Figure 1. Metal layers overlaid.
Bar = 20 µm. Only two layers are drawn.
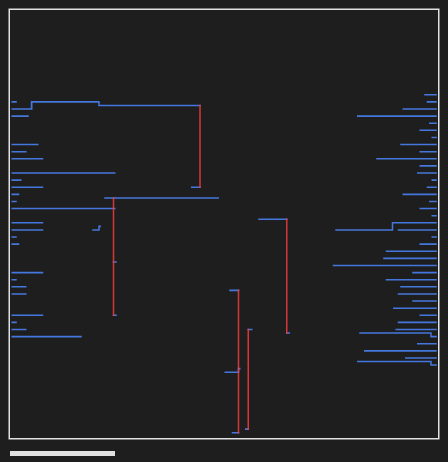
Figure 2. Wire density map.
Bar = 20 µm. The die is cut into 16 by 16 equal tiles; black is low, pale yellow is high, scaled to the fullest tile. Values are wire area over tile area, all layers added.
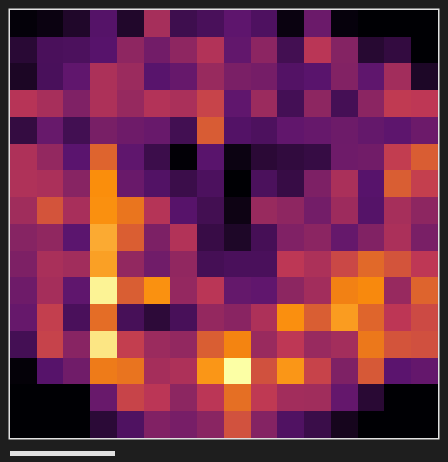
Figure 3. Routing congestion map.
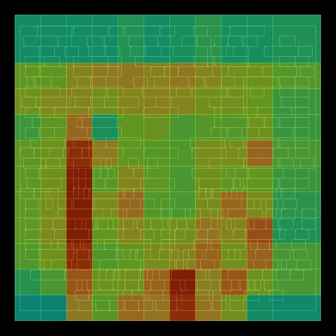
Figure 4. Placed cells, one color a class.
Bar = 20 µm.
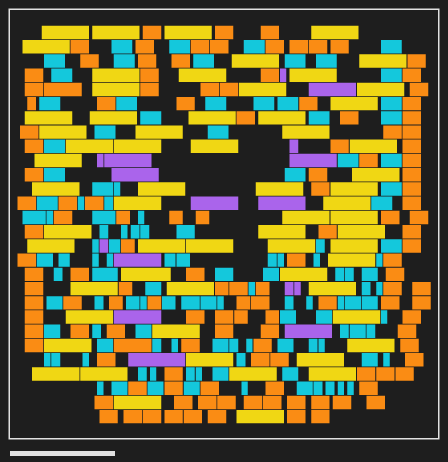
Figure 5. Selected gate families.
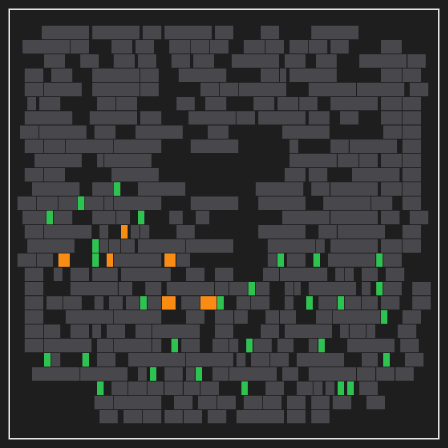
[src/rtl/rf_arb_pkg.sv]
// Shared types and constants for the register-file sequencer/arbiter.
// Latency: none (declarations only).
// Backpressure: none (declarations only).
package rf_arb_pkg;

    // Arbiter sequencing states
    typedef enum logic [1:0] {
        IDLE  = 2'd0,
        ARMED = 2'd1,
        DONE  = 2'd2
    } state_e;

    // Identity of the requester that owns the command in flight
    typedef enum logic {
        GNT_A = 1'b0,
        GNT_B = 1'b1
    } gnt_e;

    // Distance in cnt_clk counts between the two access slots of a period
    localparam int SLOT_SPACING = 4;

    // One latched register-file command
    typedef struct packed {
        logic       wr;
        logic [3:0] raddr1;
        logic [3:0] raddr2;
        logic [3:0] waddr;
        logic [7:0] wdata;
    } cmd_t;

endpackage

[src/rtl/reg_file_arbiter_if.sv]
// Bundle of both requester ports and the register-file access port.
// Latency: none (wiring only).
// Backpressure: req is held by a requester until its one-cycle ack pulse.
// Modports: master = requesters plus register file; slave = the arbiter.
interface reg_file_arbiter_if;

    // requester A (core execute unit)
    logic       a_req;
    logic       a_wr;
    logic [3:0] a_raddr1;
    logic [3:0] a_raddr2;
    logic [3:0] a_waddr;
    logic [7:0] a_wdata;
    logic       a_ack;
    logic [7:0] a_rdata1;
    logic [7:0] a_rdata2;

    // requester B (debug / context-save port)
    logic       b_req;
    logic       b_wr;
    logic [3:0] b_raddr1;
    logic [3:0] b_raddr2;
    logic [3:0] b_waddr;
    logic [7:0] b_wdata;
    logic       b_ack;
    logic [7:0] b_rdata1;
    logic [7:0] b_rdata2;

    // register file access port
    logic       rf_WR;
    logic [3:0] rf_Read_Addr1;
    logic [3:0] rf_Read_Addr2;
    logic [3:0] rf_Write_Addr;
    logic [7:0] rf_Write_Data;
    logic [7:0] rf_Dout1;
    logic [7:0] rf_Dout2;

    modport master (
        output a_req, a_wr, a_raddr1, a_raddr2, a_waddr, a_wdata,
        input  a_ack, a_rdata1, a_rdata2,
        output b_req, b_wr, b_raddr1, b_raddr2, b_waddr, b_wdata,
        input  b_ack, b_rdata1, b_rdata2,
        input  rf_WR, rf_Read_Addr1, rf_Read_Addr2, rf_Write_Addr, rf_Write_Data,
        output rf_Dout1, rf_Dout2
    );

    modport slave (
        input  a_req, a_wr, a_raddr1, a_raddr2, a_waddr, a_wdata,
        output a_ack, a_rdata1, a_rdata2,
        input  b_req, b_wr, b_raddr1, b_raddr2, b_waddr, b_wdata,
        output b_ack, b_rdata1, b_rdata2,
        output rf_WR, rf_Read_Addr1, rf_Read_Addr2, rf_Write_Addr, rf_Write_Data,
        input  rf_Dout1, rf_Dout2
    );

endinterface

[src/rtl/rf_phase_cnt.sv]
// Free-running phase counter with access-slot detect.
// Latency: slot is combinational from the registered count.
// Backpressure: none; counts every cycle.
// Ports: clk, rst_n (async active-low); cnt_clk phase count; slot high in slot cycles.
module rf_phase_cnt
    import rf_arb_pkg::*;
#(
    parameter int SIZE_CNT = 2,
    parameter int CNT_CLK  = 1
) (
    input  logic              clk,
    input  logic              rst_n,
    output logic [SIZE_CNT:0] cnt_clk,
    output logic              slot
);

    localparam logic [SIZE_CNT:0] SLOT_LO = (SIZE_CNT+1)'(CNT_CLK);
    localparam logic [SIZE_CNT:0] SLOT_HI = (SIZE_CNT+1)'(CNT_CLK + SLOT_SPACING);
    localparam logic [SIZE_CNT:0] ONE     = (SIZE_CNT+1)'(1);

    logic [SIZE_CNT:0] cnt_q;
    logic [SIZE_CNT:0] cnt_d;

    // Wraps naturally from all-ones to zero
    always_comb begin
        cnt_d = cnt_q + ONE;
    end

    always_ff @(posedge clk or negedge rst_n) begin
        if (!rst_n) begin
            cnt_q <= '0;
        end else begin
            cnt_q <= cnt_d;
        end
    end

    assign cnt_clk = cnt_q;
    assign slot    = (cnt_q == SLOT_LO) || (cnt_q == SLOT_HI);

endmodule

[src/rtl/reg_file_arbiter.sv]
// Two-requester arbiter/sequencer for the 16x8 register file; owns cnt_clk.
// Latency: req to ack 3..6 cycles at default parameters (next slot after latch, +2).
// Backpressure: one command in flight; other requests wait until IDLE.
// Ports: clk, rst_n, cnt_clk out, bus (reg_file_arbiter_if.slave: a_*, b_*, rf_*).
// Config: define RF_ARB_RR_EN for round-robin on contention; otherwise A has priority.
module reg_file_arbiter
    import rf_arb_pkg::*;
#(
    parameter int SIZE_CNT = 2,
    parameter int CNT_CLK  = 1
) (
    input  logic                clk,
    input  logic                rst_n,
    output logic [SIZE_CNT:0]   cnt_clk,
    reg_file_arbiter_if.slave   bus
);

    logic slot;

    rf_phase_cnt #(
        .SIZE_CNT (SIZE_CNT),
        .CNT_CLK  (CNT_CLK)
    ) u_phase_cnt (
        .clk     (clk),
        .rst_n   (rst_n),
        .cnt_clk (cnt_clk),
        .slot    (slot)
    );

    cmd_t   a_cmd, b_cmd;
    state_e state_q, state_d;
    gnt_e   gnt_q, gnt_d;
    cmd_t   cmd_q, cmd_d;
    logic   rf_wr_q, rf_wr_d;
    logic   a_ack_q, a_ack_d, b_ack_q, b_ack_d;
    logic [7:0] a_rd1_q, a_rd1_d, a_rd2_q, a_rd2_d;
    logic [7:0] b_rd1_q, b_rd1_d, b_rd2_q, b_rd2_d;
    logic   a_elig, b_elig, pick_b;

    assign a_cmd = {bus.a_wr, bus.a_raddr1, bus.a_raddr2, bus.a_waddr, bus.a_wdata};
    assign b_cmd = {bus.b_wr, bus.b_raddr1, bus.b_raddr2, bus.b_waddr, bus.b_wdata};

    always_comb begin
        state_d = state_q;
        gnt_d   = gnt_q;
        cmd_d   = cmd_q;
        rf_wr_d = rf_wr_q;
        a_ack_d = 1'b0;
        b_ack_d = 1'b0;
        a_rd1_d = a_rd1_q;
        a_rd2_d = a_rd2_q;
        b_rd1_d = b_rd1_q;
        b_rd2_d = b_rd2_q;

        // A requester still seeing its ack is finishing, not asking again
        a_elig = bus.a_req & ~a_ack_q;
        b_elig = bus.b_req & ~b_ack_q;
`ifdef RF_ARB_RR_EN
        // gnt_q doubles as the "last granted" pointer
        pick_b = b_elig & (~a_elig | (gnt_q == GNT_A));
`else
        pick_b = b_elig & ~a_elig;
`endif

        case (state_q)
            IDLE: begin
                rf_wr_d = 1'b0;
                if (a_elig || b_elig) begin
                    gnt_d   = pick_b ? GNT_B : GNT_A;
                    cmd_d   = pick_b ? b_cmd : a_cmd;
                    rf_wr_d = pick_b ? b_cmd.wr : a_cmd.wr;
                    state_d = ARMED;
                end
            end
            ARMED: begin
                // The register file acts on the edge closing the slot cycle
                if (slot) begin
                    rf_wr_d = 1'b0;
                    state_d = DONE;
                end
            end
            DONE: begin
                state_d = IDLE;
                if (gnt_q == GNT_A) begin
                    a_ack_d = 1'b1;
                    if (!cmd_q.wr) begin
                        a_rd1_d = bus.rf_Dout1;
                        a_rd2_d = bus.rf_Dout2;
                    end
                end else begin
                    b_ack_d = 1'b1;
                    if (!cmd_q.wr) begin
                        b_rd1_d = bus.rf_Dout1;
                        b_rd2_d = bus.rf_Dout2;
                    end
                end
            end
            default: state_d = IDLE;
        endcase
    end

    always_ff @(posedge clk or negedge rst_n) begin
        if (!rst_n) begin
            state_q <= IDLE;
            gnt_q   <= GNT_B;
            cmd_q   <= '0;
            rf_wr_q <= 1'b0;
            a_ack_q <= 1'b0;
            b_ack_q <= 1'b0;
            a_rd1_q <= '0;
            a_rd2_q <= '0;
            b_rd1_q <= '0;
            b_rd2_q <= '0;
        end else begin
            state_q <= state_d;
            gnt_q   <= gnt_d;
            cmd_q   <= cmd_d;
            rf_wr_q <= rf_wr_d;
            a_ack_q <= a_ack_d;
            b_ack_q <= b_ack_d;
            a_rd1_q <= a_rd1_d;
            a_rd2_q <= a_rd2_d;
            b_rd1_q <= b_rd1_d;
            b_rd2_q <= b_rd2_d;
        end
    end

    assign bus.rf_WR         = rf_wr_q;
    assign bus.rf_Read_Addr1 = cmd_q.raddr1;
    assign bus.rf_Read_Addr2 = cmd_q.raddr2;
    assign bus.rf_Write_Addr = cmd_q.waddr;
    assign bus.rf_Write_Data = cmd_q.wdata;
    assign bus.a_ack         = a_ack_q;
    assign bus.a_rdata1      = a_rd1_q;
    assign bus.a_rdata2      = a_rd2_q;
    assign bus.b_ack         = b_ack_q;
    assign bus.b_rdata1      = b_rd1_q;
    assign bus.b_rdata2      = b_rd2_q;

endmodule

[src/flat_wrapper.sv]
// flat-port wrapper written by rule: the top's interface ports become plain ports
module reg_file_arbiter_flat import rf_arb_pkg::*;
#(
    parameter int SIZE_CNT = 2,
    parameter int CNT_CLK  = 1
)
  (clk, rst_n, cnt_clk, bus_a_req, bus_a_wr, bus_a_raddr1, bus_a_raddr2, bus_a_waddr, bus_a_wdata, bus_a_ack, bus_a_rdata1, bus_a_rdata2, bus_b_req, bus_b_wr, bus_b_raddr1, bus_b_raddr2, bus_b_waddr, bus_b_wdata, bus_b_ack, bus_b_rdata1, bus_b_rdata2, bus_rf_WR, bus_rf_Read_Addr1, bus_rf_Read_Addr2, bus_rf_Write_Addr, bus_rf_Write_Data, bus_rf_Dout1, bus_rf_Dout2);
  reg_file_arbiter_if bus_i ();
  input  logic clk;
  input  logic rst_n;
  output logic [SIZE_CNT:0] cnt_clk;
  input wire logic [$bits(bus_i.a_req)-1:0] bus_a_req;
  input wire logic [$bits(bus_i.a_wr)-1:0] bus_a_wr;
  input wire logic [$bits(bus_i.a_raddr1)-1:0] bus_a_raddr1;
  input wire logic [$bits(bus_i.a_raddr2)-1:0] bus_a_raddr2;
  input wire logic [$bits(bus_i.a_waddr)-1:0] bus_a_waddr;
  input wire logic [$bits(bus_i.a_wdata)-1:0] bus_a_wdata;
  output wire logic [$bits(bus_i.a_ack)-1:0] bus_a_ack;
  output wire logic [$bits(bus_i.a_rdata1)-1:0] bus_a_rdata1;
  output wire logic [$bits(bus_i.a_rdata2)-1:0] bus_a_rdata2;
  input wire logic [$bits(bus_i.b_req)-1:0] bus_b_req;
  input wire logic [$bits(bus_i.b_wr)-1:0] bus_b_wr;
  input wire logic [$bits(bus_i.b_raddr1)-1:0] bus_b_raddr1;
  input wire logic [$bits(bus_i.b_raddr2)-1:0] bus_b_raddr2;
  input wire logic [$bits(bus_i.b_waddr)-1:0] bus_b_waddr;
  input wire logic [$bits(bus_i.b_wdata)-1:0] bus_b_wdata;
  output wire logic [$bits(bus_i.b_ack)-1:0] bus_b_ack;
  output wire logic [$bits(bus_i.b_rdata1)-1:0] bus_b_rdata1;
  output wire logic [$bits(bus_i.b_rdata2)-1:0] bus_b_rdata2;
  output wire logic [$bits(bus_i.rf_WR)-1:0] bus_rf_WR;
  output wire logic [$bits(bus_i.rf_Read_Addr1)-1:0] bus_rf_Read_Addr1;
  output wire logic [$bits(bus_i.rf_Read_Addr2)-1:0] bus_rf_Read_Addr2;
  output wire logic [$bits(bus_i.rf_Write_Addr)-1:0] bus_rf_Write_Addr;
  output wire logic [$bits(bus_i.rf_Write_Data)-1:0] bus_rf_Write_Data;
  input wire logic [$bits(bus_i.rf_Dout1)-1:0] bus_rf_Dout1;
  input wire logic [$bits(bus_i.rf_Dout2)-1:0] bus_rf_Dout2;
  assign bus_i.a_req = bus_a_req;
  assign bus_i.a_wr = bus_a_wr;
  assign bus_i.a_raddr1 = bus_a_raddr1;
  assign bus_i.a_raddr2 = bus_a_raddr2;
  assign bus_i.a_waddr = bus_a_waddr;
  assign bus_i.a_wdata = bus_a_wdata;
  assign bus_a_ack = bus_i.a_ack;
  assign bus_a_rdata1 = bus_i.a_rdata1;
  assign bus_a_rdata2 = bus_i.a_rdata2;
  assign bus_i.b_req = bus_b_req;
  assign bus_i.b_wr = bus_b_wr;
  assign bus_i.b_raddr1 = bus_b_raddr1;
  assign bus_i.b_raddr2 = bus_b_raddr2;
  assign bus_i.b_waddr = bus_b_waddr;
  assign bus_i.b_wdata = bus_b_wdata;
  assign bus_b_ack = bus_i.b_ack;
  assign bus_b_rdata1 = bus_i.b_rdata1;
  assign bus_b_rdata2 = bus_i.b_rdata2;
  assign bus_rf_WR = bus_i.rf_WR;
  assign bus_rf_Read_Addr1 = bus_i.rf_Read_Addr1;
  assign bus_rf_Read_Addr2 = bus_i.rf_Read_Addr2;
  assign bus_rf_Write_Addr = bus_i.rf_Write_Addr;
  assign bus_rf_Write_Data = bus_i.rf_Write_Data;
  assign bus_i.rf_Dout1 = bus_rf_Dout1;
  assign bus_i.rf_Dout2 = bus_rf_Dout2;
  reg_file_arbiter #(.SIZE_CNT(SIZE_CNT), .CNT_CLK(CNT_CLK)) u_core (.clk(clk), .rst_n(rst_n), .cnt_clk(cnt_clk), .bus(bus_i));
endmodule
[config.mk]
export PLATFORM = sky130hd
export DESIGN_NAME = reg_file_arbiter_flat
export DESIGN_NICKNAME = d
export VERILOG_FILES = /design/src/rtl/rf_arb_pkg.sv /design/src/rtl/reg_file_arbiter_if.sv /design/src/rtl/rf_phase_cnt.sv /design/src/rtl/reg_file_arbiter.sv /design/src/flat_wrapper.sv
export SDC_FILE = /design/constraint.sdc
export NUM_CORES = 1
export LEC_CHECK = 0
export CAP_MARGIN = 20
export CORE_UTILIZATION = 42
export CTS_BUF_LIST = sky130_fd_sc_hd__clkbuf_16
export DETAILED_ROUTE_END_ITERATION = 10
export PLACE_DENSITY = 0.8
export SKIP_CTS_REPAIR_TIMING = 1
export SYNTH_ARGS = -nofsm -noshare
export SYNTH_HDL_FRONTEND = slang
export SYNTH_HIERARCHICAL = 1
export SYNTH_SLANG_ARGS = --single-unit
[constraint.sdc]
create_clock -name clk -period 2.01 [get_ports clk]
set_input_delay 0.402 -clock clk [delete_from_list [all_inputs] [get_ports clk]]
set_output_delay 0.402 -clock clk [all_outputs]
set_load 0.05 [all_outputs]
==> flow_metrics.env <==
# flow metrics
export IMPL_run_status="completed"
export IMPL_finalMaxSlewViolations=0
export IMPL_antenna_found_initial=0
export IMPL_drtIter0Drc=85
export IMPL_synth_cells_most_frequent="61 x sky130_fd_sc_hd__dfrtp_1, 30 x sky130_fd_sc_hd__mux2_2, 28 x sky130_fd_sc_hd__inv_1"
export IMPL_grt_first_pass_wirelength_um=9901
export IMPL_path_depth=1
export IMPL_place_gp_congestion=0.7443
export IMPL_comb_cells=93
export IMPL_synth_area_um2=2676
export IMPL_critPathSlowestCell="sky130_fd_sc_hd__clkdlybuf4s50_1"
export IMPL_core_um2=6026
export IMPL_synth_area_yosys_um2=2676
export IMPL_end_kind="primary output"
export IMPL_clk_root_buffer_cell="sky130_fd_sc_hd__clkbuf_16"
export IMPL_synth_yosys_seq_area_share_pct=58.02
export IMPL_overflow=0
export IMPL_initial_core_util_pct=44.41
export IMPL_max_cap_violations=0
export IMPL_dp_final_hpwl_um=4437
export IMPL_post_route_cells_drive_above_1_share_pct=18.43
export IMPL_remaining_drc_errors=0
export IMPL_area_growth_synth_to_final_pct=54.65
export IMPL_ff_type="sky130_fd_sc_hd__dfrtp_1"
export IMPL_fill_cells=452
export IMPL_post_synth_xor_area_fraction_pct=0.3273
export IMPL_regArea_um2=1553
export IMPL_worst_path_dominant_cell_family="buffers and inverters"
export IMPL_input_output_buffers=119
export IMPL_timing_hold_ws_ps=90.88
export IMPL_clkSlewWorstSetupHoldPaths_ps=50
export IMPL_timing_final_crit_share_pct=95.73
export IMPL_postSynthCellCount=216
About Figure 1:
- red: M4 (wire length 106 µm)
- blue: M3 (wire length 440 µm)

About Figure 2:
- tiles over half the peak: 21%
- mean over tiles: 0.15
- fullest tile: 0.43
- nearly empty tiles: 7.8%

About Figure 3:
most congested layer reported by global routing: met2
Core Util, Final: 68.69%
average wire length per cell after detail routing: 15.57 µm
met1 GRT Util: 26.29%

About Figure 4:
- purple: clock drivers and dummy loads (cells 16)
- yellow: registers (cells 62)
- orange: remaining buffers and delay cells (cells 132)
- cyan: remaining logic cells (cells 121)

About Figure 5:
- green: inv cells (cells 28)
- orange: nor cells (cells 6)

==> flip-flops by register name, indices dropped and copies added, names as in the netlist <==
| name | cells |
|---|---|
| u_core/bus.a_ack | 1 |
| u_core/bus.a_rdata1 | 8 |
| u_core/bus.a_rdata2 | 8 |
| u_core/bus.b_ack | 1 |
| u_core/bus.b_rdata1 | 8 |
| u_core/bus.b_rdata2 | 8 |
| u_core/bus.rf_Read_Addr1 | 4 |
| u_core/bus.rf_Read_Addr2 | 4 |
| u_core/bus.rf_WR | 1 |
| u_core/bus.rf_Write_Addr | 4 |
| u_core/bus.rf_Write_Data | 8 |
| u_core/cmd_q | 1 |
| u_core/gnt_q | 1 |
| u_core/state_q | 2 |
| u_core/u_phase_cnt/cnt_clk | 3 |
==> power by group <==
group	internal, mW	switching, mW
Clock	0.937	0.501
Combinational	1.45	2.57
Sequential	1.82	0.304
==> stage by stage <==
stage / setup WS [ps] / instance area [µm²]
2_1_floorplan: 331.5 / 2676
3_3_place_gp: 21.83 / 3857
3_5_place_dp: -78.07 / 3857
4_1_cts: 70.78 / 4139
5_1_grt: 19.08 / 4139
6_report: 85.84 / 4139
==> kinds of logic (layout without fill, tap and decap cells) <==
| group | count (synthesis) | in the layout |
|---|---|---|
| adders and majority gates | 2 | 2 |
| buffers and inverters | 61 | 176 |
| AOI/OAI and AO/OA | 47 | 47 |
| xor gates and xnor gates | 1 | 1 |
| muxes | 32 | 32 |
| DFF | 62 | 62 |
| and+or+nand+nor | 11 | 11 |
==> layout by cell type, fill, tap and decap left out <==
cell type	instances
sky130_fd_sc_hd__clkinv_1	2
sky130_fd_sc_hd__inv_1	29
sky130_fd_sc_hd__bufinv_16	1
sky130_fd_sc_hd__clkdlybuf4s50_1	117
sky130_fd_sc_hd__xor2_1	1
sky130_fd_sc_hd__nor2b_2	1
sky130_fd_sc_hd__nor3b_1	1
sky130_fd_sc_hd__o32ai_1	20
sky130_fd_sc_hd__a21oi_1	21
sky130_fd_sc_hd__mux2_1	2
sky130_fd_sc_hd__o32a_1	1
sky130_fd_sc_hd__buf_4	12
sky130_fd_sc_hd__nor2_1	2
sky130_fd_sc_hd__dfstp_2	1
sky130_fd_sc_hd__or4b_1	1
sky130_fd_sc_hd__and3b_1	1
sky130_fd_sc_hd__or4b_4	1
sky130_fd_sc_hd__buf_12	2
sky130_fd_sc_hd__mux2_2	30
sky130_fd_sc_hd__ha_1	2
sky130_fd_sc_hd__a21bo_1	1
sky130_fd_sc_hd__clkbuf_16	9
sky130_fd_sc_hd__clkinv_2	3
sky130_fd_sc_hd__and2b_1	1
sky130_fd_sc_hd__nor2b_1	2
sky130_fd_sc_hd__a21boi_0	1
sky130_fd_sc_hd__nand2b_1	1
sky130_fd_sc_hd__o21ai_1	1
sky130_fd_sc_hd__o21ai_0	2
sky130_fd_sc_hd__dfrtp_1	61
sky130_fd_sc_hd__buf_2	1
==> per-layer routing <==
layer | share of wire (%) | track usage [%] | vias to the layer above
met2 | 48 | 31.32 | 77
li1 | - | - | 951
met4 | 1.7 | 8.596 | 0
met3 | 7.0 | 4.889 | 11
met1 | 43 | 26.29 | 1004
met5 | 0 | 0 | -
Power is estimated from default activity; no workload was simulated.
